==> config.mk <==
export PLATFORM = sky130hd
export DESIGN_NAME = overflow_event_reporter
export DESIGN_NICKNAME = d
export VERILOG_FILES = /design/src/rtl/overflow_event_reporter.sv
export SDC_FILE = /design/constraint.sdc
export NUM_CORES = 1
export LEC_CHECK = 0
export ABC_AREA = 0
export ABC_CLOCK_PERIOD_IN_PS = 2520
export CAP_MARGIN = 0
export CORE_MARGIN = 5
export CORE_UTILIZATION = 35
export CTS_CLUSTER_SIZE = 40
export DETAILED_ROUTE_END_ITERATION = 16
export PLACE_DENSITY_LB_ADDON = 0.2
export RECOVER_POWER = 100
export REMOVE_ABC_BUFFERS = 1
export SLEW_MARGIN = 15
export SYNTH_ARGS = -nofsm -noshare
export SYNTH_HDL_FRONTEND = slang
export SYNTH_SLANG_ARGS = --single-unit
==> constraint.sdc <==
create_clock -name clk -period 2.52 [get_ports clk]
set_input_delay 0.252 -clock clk [delete_from_list [all_inputs] [get_ports clk]]
set_output_delay 0.252 -clock clk [all_outputs]
set_load 0.02 [all_outputs]
### Placed standard cells, run 1

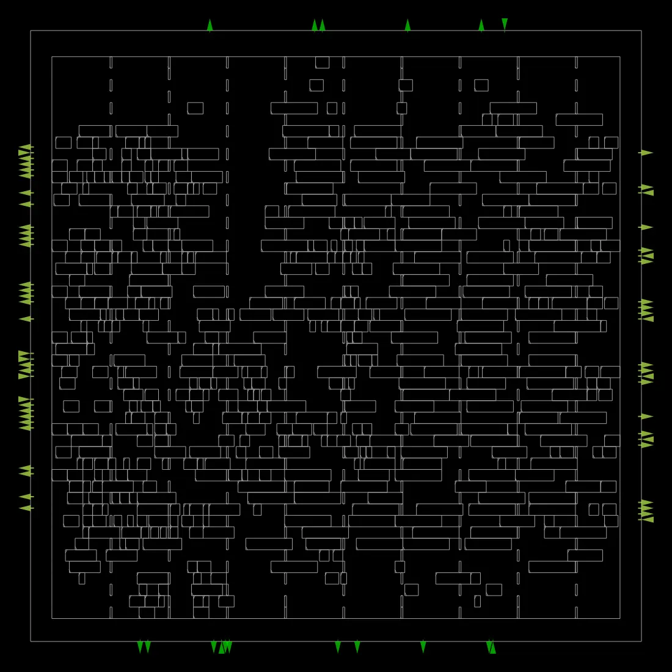
number of standard cells in the final layout excluding fillers: 783
final standard cell utilization of the core: 44.3%
number of well taps: 229
standard-cell rows: 49
total of fill cells in the finished design: 1660

### Register map, names as in the netlist, run 1

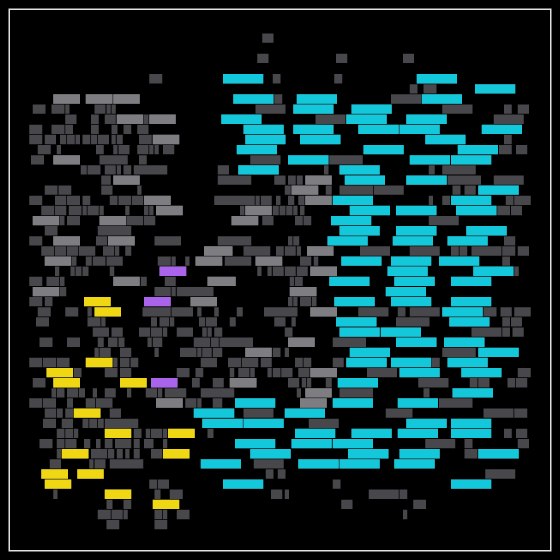
Key: cyan = mem [placed flops 96]; yellow = ovf_count [placed flops 16, where bottom left]; purple = rd_ptr [placed flops 3]
reported sequential group power: 0.00268 W
register area: 4030 um^2

### Met3 routing, run 1

The bar under the picture is 50 um long.
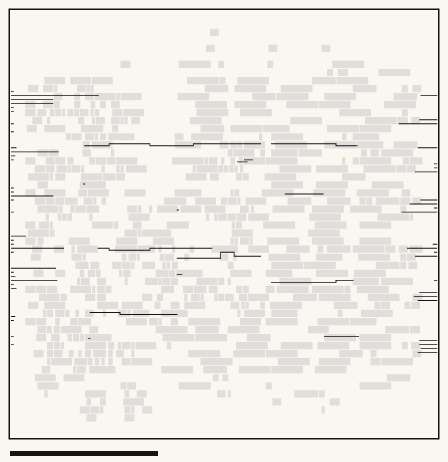
The wires run mostly horizontal. 60 nets have wire on it. The layer holds 4.3% of the routed length. The longest straight run is 29.4 um. The layer carries 542 um of wire.
detailed-route wire length: 12700 um
met3 usage in global routing: 4.02%
number of vias after detailed routing: 3826

### Met2 routing, run 1

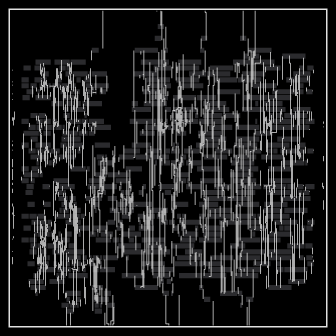
The longest straight run is 52.7 um. 482 nets have wire on it. The layer carries 6090 um of wire. The wires run mostly vertical.
met2 track utilization from global routing: 20.1%

==> flow_metrics.py <==
# Synthesis and PnR figures
metrics = {
    "placed_design": {
        "detailedPlace.worstSlack_ns": 0.337,
        "post-dp-hpwl_um": 7710,
        "portBuffers": 71,
        "final_weighted_congestion_in_routability_driven_placement": 0.789,
        "dpl_cell_area_um2": 7470,
        "dpl.cell_count": 749,
    },
    "cells_and_area": {
        "layout_top_cells": "sky130_fd_sc_hd__edfxtp_1 (96), sky130_fd_sc_hd__dfxtp_1 (55), sky130_fd_sc_hd__nor2_1 (53)",
        "drive_above_1_share_pct": 15.7,
        "final_area_um2": 7960,
        "syn2layout_area_growth_pct": 24.9,
        "nets": 563,
        "diode_insertion_count_for_antenna_repair": 0,
        "largest_register_ffs": 96,
        "final_common_cell": "sky130_fd_sc_hd__edfxtp_1",
    },
    "timing": {
        "setup-violations-final": 0,
        "post-route-worst-setup-slack_ns": 0.223,
        "layout_min_cycle_time_ns": 2.30,
        "worst_pin_slew_ns": 1.17,
        "rsz0062_at_grt": "no",
        "final_max_slew_viol_count": 0,
        "timing_hold_violations_final": 0,
        "final_min_period_over_clock_period_pct": 91.1,
        "max-slew-margin-rel_pct": 22.3,
        "finalHoldWorstSlack_ns": 0.440,
        "max_freq_mhz": 435,
        "fin_skew_ns": 0.00944,
        "setup_total_negative_slack_ns": 0,
    },
    "synth": {
        "postSynthRegisterBits": 153,
        "post_synth_main_area_contributors": "sky130_fd_sc_hd__edfxtp_1 (45%), sky130_fd_sc_hd__dfxtp_1 (18%), sky130_fd_sc_hd__mux4_2 (8.5%), sky130_fd_sc_hd__xnor2_1 (4.7%), sky130_fd_sc_hd__nor2_1 (3.1%)",
        "area_figure_in_the_yosys_stat_output_um2": 6370,
        "total_of_warnings_raised_by_yosys": 0,
        "portion_of_synthesized_cell_area_occupied_by_the_leading_cell_type_pct": 45.2,
        "postSynthSeqShare_pct": 63.2,
        "async_flop_share_pct": 0,
        "library_cell_with_the_largest_summed_area_after_synthesis": "sky130_fd_sc_hd__edfxtp_1",
        "ys_cells": 454,
        "edf_count": 96,
        "synthesis.instances": 454,
        "syn_avg_cell_area_um2": 14.0,
        "netlist_area_um2": 6370,
        "flop_cell": "sky130_fd_sc_hd__edfxtp_1",
        "ys_types": 47,
    },
    "critical_path": {
        "cpLargestDelayFamily": "buffers and inverters",
        "reg2reg_depth": 6,
        "crit_path_cell_chain": "buf_12 > mux4_2 > and2_0 > dlygate4sd2_1",
        "crit_path_class": "flop to output port",
        "worst_path_largest_cell_delay_ns": 0.51,
        "data_required_critical_path_ns": 2.27,
        "nature_of_the_critical_path_endpoint": "output port",
        "startpoint_type": "flop",
        "worst_path_max_delay_cell": "sky130_fd_sc_hd__mux4_2",
        "critPathMaxFanout": 12,
        "reg2reg_slack_ns": 0.23,
        "crit_cells": 4,
        "critical_path_buf_inv_count": 2,
        "timing.critical_path.arrival_ns": 2.04,
    },
    "run": {
        "maxCapViolCount": 0,
        "openroad.warnings": 28,
    },
    "floorplan": {
        "die_h_um": 145,
        "placeableCoreArea_um2": 18000,
        "top_level_ports": 72,
        "fp-utilization_pct": 35.5,
        "die_w_um": 145,
        "fp.dieArea_um2": 21000,
    },
    "routing": {
        "wl_met2_um": 6090,
        "met3_wirelength_um": 542,
        "final_ant_viol_nets": 0,
        "drc": 0,
        "detailedRoute.firstIterationViolations": 117,
        "m1WireLength_um": 5920,
        "detail_route.vias_per_cell": 4.89,
        "drt-wirelength-per-cell_um": 16.2,
        "top_layer_reached_by_signal_wires": "met4",
        "detailedRoute.firstPassIterationCount": 4,
    },
    "global_routing": {
        "number_of_global_route_vias_before_repair": 4031,
        "grt_first_pass_wirelength_um": 20700,
        "antenna_found_initial": 0,
        "grt.overflow.total": 0,
        "groute.usage.overall_pct": 12.2,
        "grt_max_degree": 30,
    },
    "cts": {
        "htree_num_levels": 4,
        "root_buffer": "sky130_fd_sc_hd__clkbuf_16",
        "tritoncts": "built",
        "clock_insertion_delay_worst_skew_ns": 0.42,
        "worst_setup_hold_path_clk_slew_ns": 0.06,
        "max-clock-path-buffers": 2,
        "cts_inserted_buffers": 17,
        "clock-sinks": 153,
    },
    "min_path": {
        "worstHoldPathCells": 2,
        "timing.hold.worst.class": "flop to flop",
    },
    "pwr": {
        "cell_internal_pwr_w": 0.00412,
        "total_switching_power_w": 0.00111,
        "report.power.total_w": 0.00523,
        "total_leakage_power_nw": 2.75,
        "comb_power_share_pct": 3.3,
        "worst_ir_drop_vdd_v": 0.000529,
        "net_switching_share_of_the_total_power_pct": 21.3,
        "top_power_group": "sequential cells",
        "power.clock.total_w": 0.00237,
        "power_per_cell_area_nw_per_um2": 657,
        "sequential_group_share_of_total_power_pct": 51.3,
        "combinationalPower_w": 0.000174,
        "clock_power_share_pct": 45.3,
    },
    "run_status": {
        "outcome": "finished, final reports clean",
    },
}
-- run 1: cell families (layout without fill, tap and decap cells) --
kind of cell	count (synthesis)	after routing	share of synthesized area [%]
AND/OR/NAND/NOR	171	171	15.6
flip-flops	153	153	63.2
XOR/XNOR	44	44	6.17
multiplexers	27	27	8.96
buffers and inverters	26	126	1.85
AND-OR/OR-AND	25	25	2.67
adder cells (fa/ha/maj)	8	8	1.57
-- run 1: synth_stat cells (6+ instances only) --
cell	count
sky130_fd_sc_hd__a21oi_1	8
sky130_fd_sc_hd__and2_1	28
sky130_fd_sc_hd__and4_1	6
sky130_fd_sc_hd__clkbuf_1	9
sky130_fd_sc_hd__dfxtp_1	57
sky130_fd_sc_hd__edfxtp_1	96
sky130_fd_sc_hd__ha_1	8
sky130_fd_sc_hd__inv_1	8
sky130_fd_sc_hd__mux4_2	24
sky130_fd_sc_hd__nand2_1	15
sky130_fd_sc_hd__nand3_1	12
sky130_fd_sc_hd__nand4_1	14
sky130_fd_sc_hd__nor2_1	53
sky130_fd_sc_hd__nor3_1	7
sky130_fd_sc_hd__nor3_2	7
sky130_fd_sc_hd__xnor2_1	34
sky130_fd_sc_hd__xor2_1	9
-- run 1: layout make-up --
cell class,count,area [um^2],area share (%)
flip-flops and latches,153,4030,50.6
multi-input cells,275,2230,28.0
repair buffers,86,836,10.5
clock buffers,18,429,5.39
well taps,229,287,3.60
clock inverters,14,123,1.54
inverters,8,30.0,0.377
-- run 1: routing by layer --
layer	track usage, %	vias up
li1	-	1860
met1	15.4	1879
met3	4.02	10
met5	0	-
met2	20.1	77
met4	3.72	0
-- run 1: timing repair --
item | 4_1_cts | 5_1_grt
resized | 21 | 7
hold buffers | 0 | 0
buffers inserted | 1 | 0
pin swaps | 1 | 1
gates cloned | 0 | 1
setup endpoints to repair | 24 | 5
Power is estimated from default activity; no workload was simulated.
